File: src/rtl/game_pkg.sv
// Shared definitions for the game sequencer: state encoding, score width and BCD limit.
package game_pkg;

  localparam logic [1:0] S_IDLE = 2'd0;
  localparam logic [1:0] S_ARM  = 2'd1;
  localparam logic [1:0] S_PLAY = 2'd2;
  localparam logic [1:0] S_OVER = 2'd3;

  localparam int unsigned SCORE_W = 4;
  localparam logic [SCORE_W-1:0] BCD_MAX = 4'd9;

  typedef enum logic [1:0] {
    StIdle = S_IDLE,
    StArm  = S_ARM,
    StPlay = S_PLAY,
    StOver = S_OVER
  } state_e;

endpackage

File: src/rtl/btn_debounce.sv
// Push-button conditioner: 2-flop synchronizer, then a stability counter.
// Ports:
//   clk    - system clock
//   rst    - asynchronous active-low reset
//   btn_in - raw asynchronous button, active-high
//   level  - debounced level
//   rise   - one-cycle pulse on each 0->1 change of level
module btn_debounce
  import game_pkg::*;
#(
  parameter int unsigned DB_CYCLES = 1_000_000
) (
  input  logic clk,
  input  logic rst,
  input  logic btn_in,
  output logic level,
  output logic rise
);

  localparam int unsigned CntW = (DB_CYCLES > 1) ? $clog2(DB_CYCLES) : 1;

  logic            sync1_q, sync2_q;
  logic            level_q, level_d;
  logic            rise_q, rise_d;
  logic [CntW-1:0] cnt_q, cnt_d;

  // The counter tracks consecutive synchronized samples that disagree with the current level;
  // any agreeing sample restarts the count.
  always_comb begin
    cnt_d   = '0;
    level_d = level_q;
    rise_d  = 1'b0;
    if (sync2_q != level_q) begin
      if (cnt_q == CntW'(DB_CYCLES - 1)) begin
        level_d = sync2_q;
        rise_d  = sync2_q;
      end else begin
        cnt_d = cnt_q + 1'b1;
      end
    end
  end

  always_ff @(posedge clk or negedge rst) begin
    if (!rst) begin
      sync1_q <= 1'b0;
      sync2_q <= 1'b0;
      level_q <= 1'b0;
      rise_q  <= 1'b0;
      cnt_q   <= '0;
    end else begin
      sync1_q <= btn_in;
      sync2_q <= sync1_q;
      level_q <= level_d;
      rise_q  <= rise_d;
      cnt_q   <= cnt_d;
    end
  end

  assign level = level_q;
  assign rise  = rise_q;

endmodule

File: src/rtl/game_ctrl.sv
// Game sequencer in front of the countdown timer: button debouncing, 1 Hz divider,
// IDLE/ARM/PLAY/OVER state machine and a saturating two-digit BCD hit score.
// Ports:
//   clk, rst             - system clock, asynchronous active-low reset
//   start_btn, hit_btn   - raw push-buttons, active-high
//   stop                 - round-over flag from the timer (asynchronous here)
//   clk_1hz              - divided clock to the timer, 50% duty
//   tmr_rst_n            - active-low reset to the timer
//   inGame, over         - state indications for PLAY and OVER
//   score1, score2       - BCD tens and ones digits of the score
module game_ctrl
  import game_pkg::*;
#(
  parameter int unsigned DIV       = 25_000_000,
  parameter int unsigned DB_CYCLES = 1_000_000
) (
  input  logic               clk,
  input  logic               rst,
  input  logic               start_btn,
  input  logic               hit_btn,
  input  logic               stop,
  output logic               clk_1hz,
  output logic               tmr_rst_n,
  output logic               inGame,
  output logic               over,
  output logic [SCORE_W-1:0] score1,
  output logic [SCORE_W-1:0] score2
);

  localparam int unsigned DivW = (DIV > 1) ? $clog2(DIV) : 1;

  logic start_rise, hit_rise;
  logic start_level_unused, hit_level_unused;

  btn_debounce #(.DB_CYCLES(DB_CYCLES)) u_start_db (
    .clk   (clk),
    .rst   (rst),
    .btn_in(start_btn),
    .level (start_level_unused),
    .rise  (start_rise)
  );

  btn_debounce #(.DB_CYCLES(DB_CYCLES)) u_hit_db (
    .clk   (clk),
    .rst   (rst),
    .btn_in(hit_btn),
    .level (hit_level_unused),
    .rise  (hit_rise)
  );

  state_e             state_q, state_d;
  logic [1:0]         arm_cnt_q, arm_cnt_d;
  logic [DivW-1:0]    div_cnt_q, div_cnt_d;
  logic               clk_1hz_q, clk_1hz_d;
  logic               stop_s1_q, stop_s2_q, stop_prev_q;
  logic               stop_rise;
  logic               tmr_rst_n_q, tmr_rst_n_d;
  logic               in_game_q, in_game_d;
  logic               over_q, over_d;
  logic [SCORE_W-1:0] score1_q, score1_d, score2_q, score2_d;

  assign stop_rise = stop_s2_q & ~stop_prev_q;

  // Divider is held at phase 0 throughout ARM so the timer's first tick is a full period
  // after play begins.
  always_comb begin
    div_cnt_d = div_cnt_q + 1'b1;
    clk_1hz_d = clk_1hz_q;
    if (state_q == StArm) begin
      div_cnt_d = '0;
      clk_1hz_d = 1'b0;
    end else if (div_cnt_q == DivW'(DIV - 1)) begin
      div_cnt_d = '0;
      clk_1hz_d = ~clk_1hz_q;
    end
  end

  always_comb begin
    state_d     = state_q;
    arm_cnt_d   = arm_cnt_q;
    score1_d    = score1_q;
    score2_d    = score2_q;
    tmr_rst_n_d = 1'b1;
    case (state_q)
      StIdle: if (start_rise) state_d = StArm;
      StArm: begin
        // Wait two cycles past the timer reset pulse so the synchronized stop reflects the
        // timer after reset, not a stale high from the previous round.
        if (arm_cnt_q == 2'd2) begin
          if (!stop_s2_q) state_d = StPlay;
        end else begin
          arm_cnt_d = arm_cnt_q + 2'd1;
        end
      end
      StPlay: begin
        if (hit_rise && !(score1_q == BCD_MAX && score2_q == BCD_MAX)) begin
          if (score2_q == BCD_MAX) begin
            score2_d = '0;
            score1_d = score1_q + 1'b1;
          end else begin
            score2_d = score2_q + 1'b1;
          end
        end
        if (stop_rise) state_d = StOver;
      end
      StOver: if (start_rise) state_d = StArm;
      default: state_d = StIdle;
    endcase

    // Entering ARM: one-cycle timer reset, fresh score, restart the settle count.
    if (state_q != StArm && state_d == StArm) begin
      arm_cnt_d   = '0;
      score1_d    = '0;
      score2_d    = '0;
      tmr_rst_n_d = 1'b0;
    end

    in_game_d = (state_d == StPlay);
    over_d    = (state_d == StOver);
  end

  always_ff @(posedge clk or negedge rst) begin
    if (!rst) begin
      state_q     <= StIdle;
      arm_cnt_q   <= '0;
      div_cnt_q   <= '0;
      clk_1hz_q   <= 1'b0;
      stop_s1_q   <= 1'b0;
      stop_s2_q   <= 1'b0;
      stop_prev_q <= 1'b0;
      tmr_rst_n_q <= 1'b0;
      in_game_q   <= 1'b0;
      over_q      <= 1'b0;
      score1_q    <= '0;
      score2_q    <= '0;
    end else begin
      state_q     <= state_d;
      arm_cnt_q   <= arm_cnt_d;
      div_cnt_q   <= div_cnt_d;
      clk_1hz_q   <= clk_1hz_d;
      stop_s1_q   <= stop;
      stop_s2_q   <= stop_s1_q;
      stop_prev_q <= stop_s2_q;
      tmr_rst_n_q <= tmr_rst_n_d;
      in_game_q   <= in_game_d;
      over_q      <= over_d;
      score1_q    <= score1_d;
      score2_q    <= score2_d;
    end
  end

  assign clk_1hz   = clk_1hz_q;
  assign tmr_rst_n = tmr_rst_n_q;
  assign inGame    = in_game_q;
  assign over      = over_q;
  assign score1    = score1_q;
  assign score2    = score2_q;

endmodule

File: config.mk
export PLATFORM = sky130hd
export DESIGN_NAME = game_ctrl
export DESIGN_NICKNAME = d
export VERILOG_FILES = /design/src/rtl/game_pkg.sv /design/src/rtl/btn_debounce.sv /design/src/rtl/game_ctrl.sv
export SDC_FILE = /design/constraint.sdc
export NUM_CORES = 1
export LEC_CHECK = 0
export CAP_MARGIN = 20
export CORE_UTILIZATION = 29
export CTS_CLUSTER_DIAMETER = 200
export DETAILED_ROUTE_END_ITERATION = 16
export PLACE_DENSITY = 0.49
export SYNTH_ARGS = -nofsm -noshare
export SYNTH_HDL_FRONTEND = slang
export SYNTH_HIERARCHICAL = 1
export SYNTH_SLANG_ARGS = --single-unit
File: constraint.sdc
create_clock -name clk -period 1.95 [get_ports clk]
set_input_delay 0.39 -clock clk [delete_from_list [all_inputs] [get_ports clk]]
set_output_delay 0.39 -clock clk [all_outputs]
set_load 0.02 [all_outputs]
==> flow_metrics.env, run 1 <==
# flow metrics
export IMPL_status="finished, final reports clean"
export IMPL_logic_area_um2=2180
export IMPL_routed_via_density=4.72
export IMPL_yosys_area_um2=4540
export IMPL_drt_pass1_iterations=4
export IMPL_sh_seq_area_pct=41.1
export IMPL_grt_pass1_vias=3466
export IMPL_topCellsByArea="dfrtp_1 51%, nor2_1 4.8%, xnor2_1 4.4%, xor2_1 3.5%, a21oi_1 3.3%"
export IMPL_antenna_found_initial=0
export IMPL_p_comb_mw=0.0996
export IMPL_power_leader="registers"
export IMPL_ys_cells=447
export IMPL_max_stage_delay_ns=0.46
export IMPL_dpl_hpwl_um=6620
export IMPL_drc=0
export IMPL_diodes=0
export IMPL_htreeDepth=3
export IMPL_top_logic_kind="simple AND/OR/NAND/NOR gates"
export IMPL_drv_cap=0
export IMPL_slowest_stage="or4_4"
export IMPL_ys_async_sr_fraction_pct=100
export IMPL_netlist_area_um2=4540
export IMPL_drive_gt1_share_pct=16.6
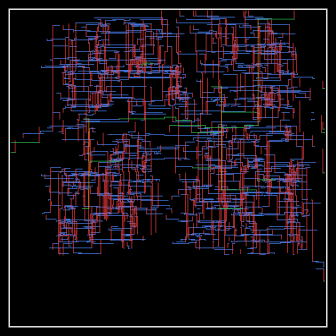
run_1/wires.png
- metal 4: orange (wire length 120 um)
- metal 3: green (wire length 190 um)
- metal 1: blue (wire length 4680 um)
- metal 2: red (wire length 4330 um)
wire per inst: 13.0 um
drt total wl: 9330 um

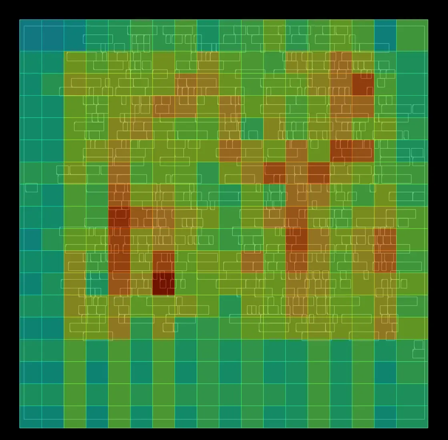
run_1/congestion.png
Core Util, Final: 36.7%
global route hottest layer: met2

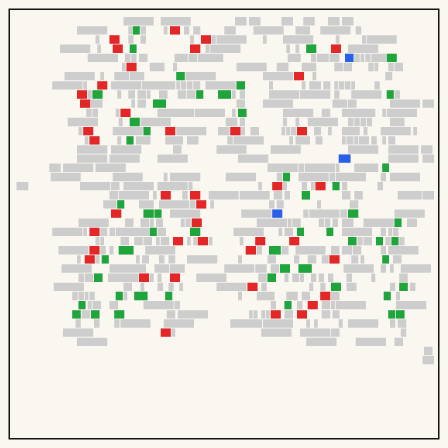
run_1/logic_types.png
- xor and xnor cells: red (cells 41)
- and/or cells: green (cells 52)
- non-inverting ao/oa cells: blue (cells 3)
Top cell excl fill/tap: dfrtp_1
non-filler cells in the finished layout: 717
Comb area share: 38.8%

==> run 1 -> run 2 <==
==> constraint.sdc (replaced) <==
create_clock -name clk -period 1.5 [get_ports clk]
set_input_delay 0.3 -clock clk [delete_from_list [all_inputs] [get_ports clk]]
set_output_delay 0.3 -clock clk [all_outputs]
set_load 0.02 [all_outputs]
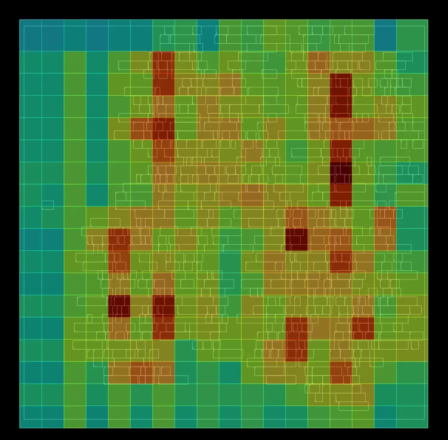
run_2/congestion.png
Core Util, Final: 44.6%
GR Util met1: 19.2%
met3 Usage GRT: 2.97%
grt met2 use: 24.2%
Total GRT Usage: 14.9%

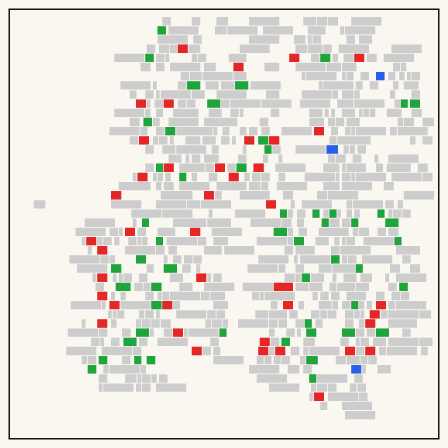
run_2/logic_types.png
- xor and xnor cells: red (cells 41)
- non-inverting ao/oa cells: blue (cells 3)
- and/or cells: green (cells 52)

==> run 2 against run 1 <==
  * The flow now finishes with violations (negative setup slack)
  * Critical path depth did not move
  * Synthesized cell count is the same
  * Via count is 15% higher
  * Maximum frequency rose by 6.6%
  * Sequential power is about 30% higher
  * Utilization increased by 7.9 points
  * Die area is the same
  * Synthesized area stayed put
  * Flip-flop count stayed put
  * Critical path type unchanged
  * Largest cell class is now logic gates
  * Highest routed layer unchanged
==> flow_metrics.env, run 2 <==
# flow metrics
export IMPL_topCellsByArea="dfrtp_1 51%, nor2_1 4.8%, xnor2_1 4.4%, xor2_1 3.5%, a21oi_1 3.3%"
export IMPL_violations="negative setup slack"
export IMPL_antenna_found_initial=0
export IMPL_grt_pass1_vias=4030
export IMPL_busiest_layer="met2"
export IMPL_htreeDepth=3
export IMPL_period_used_pct=117
export IMPL_slowest_stage="or4_4"
export IMPL_drive_gt1_share_pct=43.8
export IMPL_diodes=0
export IMPL_ys_cells=447
export IMPL_most_common_layout_cells="118 x buf_4, 90 x dfrtp_1, 27 x nor2_1"
export IMPL_top_layer_used="met4"
export IMPL_mux_area_share_pct=1.27
export IMPL_drc=0
export IMPL_cts_num_sinks=92
export IMPL_routed_via_density=4.75
export IMPL_layout_cells_non_filler=819
export IMPL_dpl_hpwl_um=7410
export IMPL_flop_area_um2=2300
export IMPL_setup_viol=81
export IMPL_crit_cells=4
export IMPL_sh_seq_area_pct=33.8
export IMPL_netlist_area_um2=4540
export IMPL_clockPowerShare_pct=46.4
export IMPL_worst_slack_ns=-0.257
export IMPL_comb_share_pct=37.5
export IMPL_drt_pass1_iterations=4
export IMPL_lay_top_count="buf_4"
export IMPL_top_logic_kind="simple AND/OR/NAND/NOR gates"
export IMPL_logic_area_um2=2550
export IMPL_fin_skew_ns=0.00510
export IMPL_drv_cap=0
export IMPL_die_x_um=127
export IMPL_netlist_top_cells_count="92 x dfrtp_1, 58 x nor2_1, 30 x a21oi_1"
export IMPL_fmax_mhz=569
export IMPL_status="finished with violations"
export IMPL_ys_async_sr_fraction_pct=100
export IMPL_power_leader="registers"
export IMPL_dominant_cells="logic gates"
export IMPL_relSlewSlack_pct=71.3
export IMPL_max_stage_delay_ns=0.53
export IMPL_swShare_pct=21.6
export IMPL_wl_um=10900
export IMPL_yosys_area_um2=4540
export IMPL_crit_path_cell_trace="nand2_1, or3_4, or4_4, mux2_4"
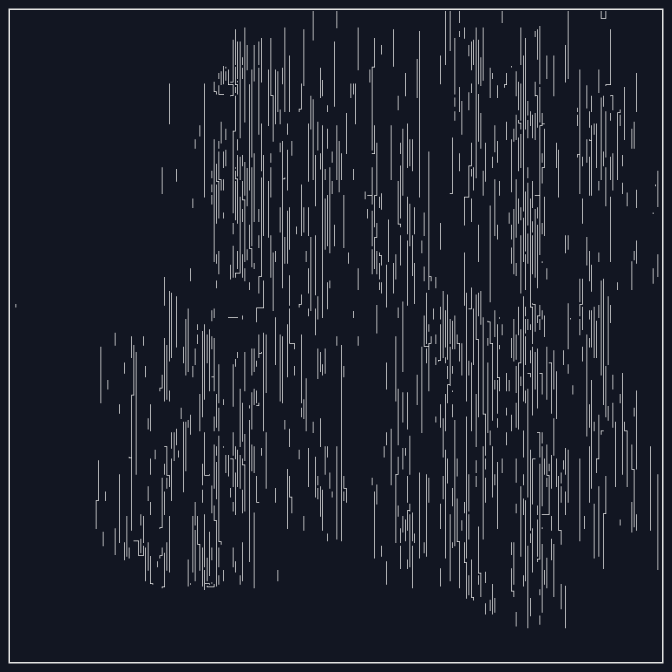
run_2/layer_met2.png
- longest straight run: 38.1 um
- nets with wire on the layer: 531
- main direction: vertical

Power and IR drop assume default switching activity.
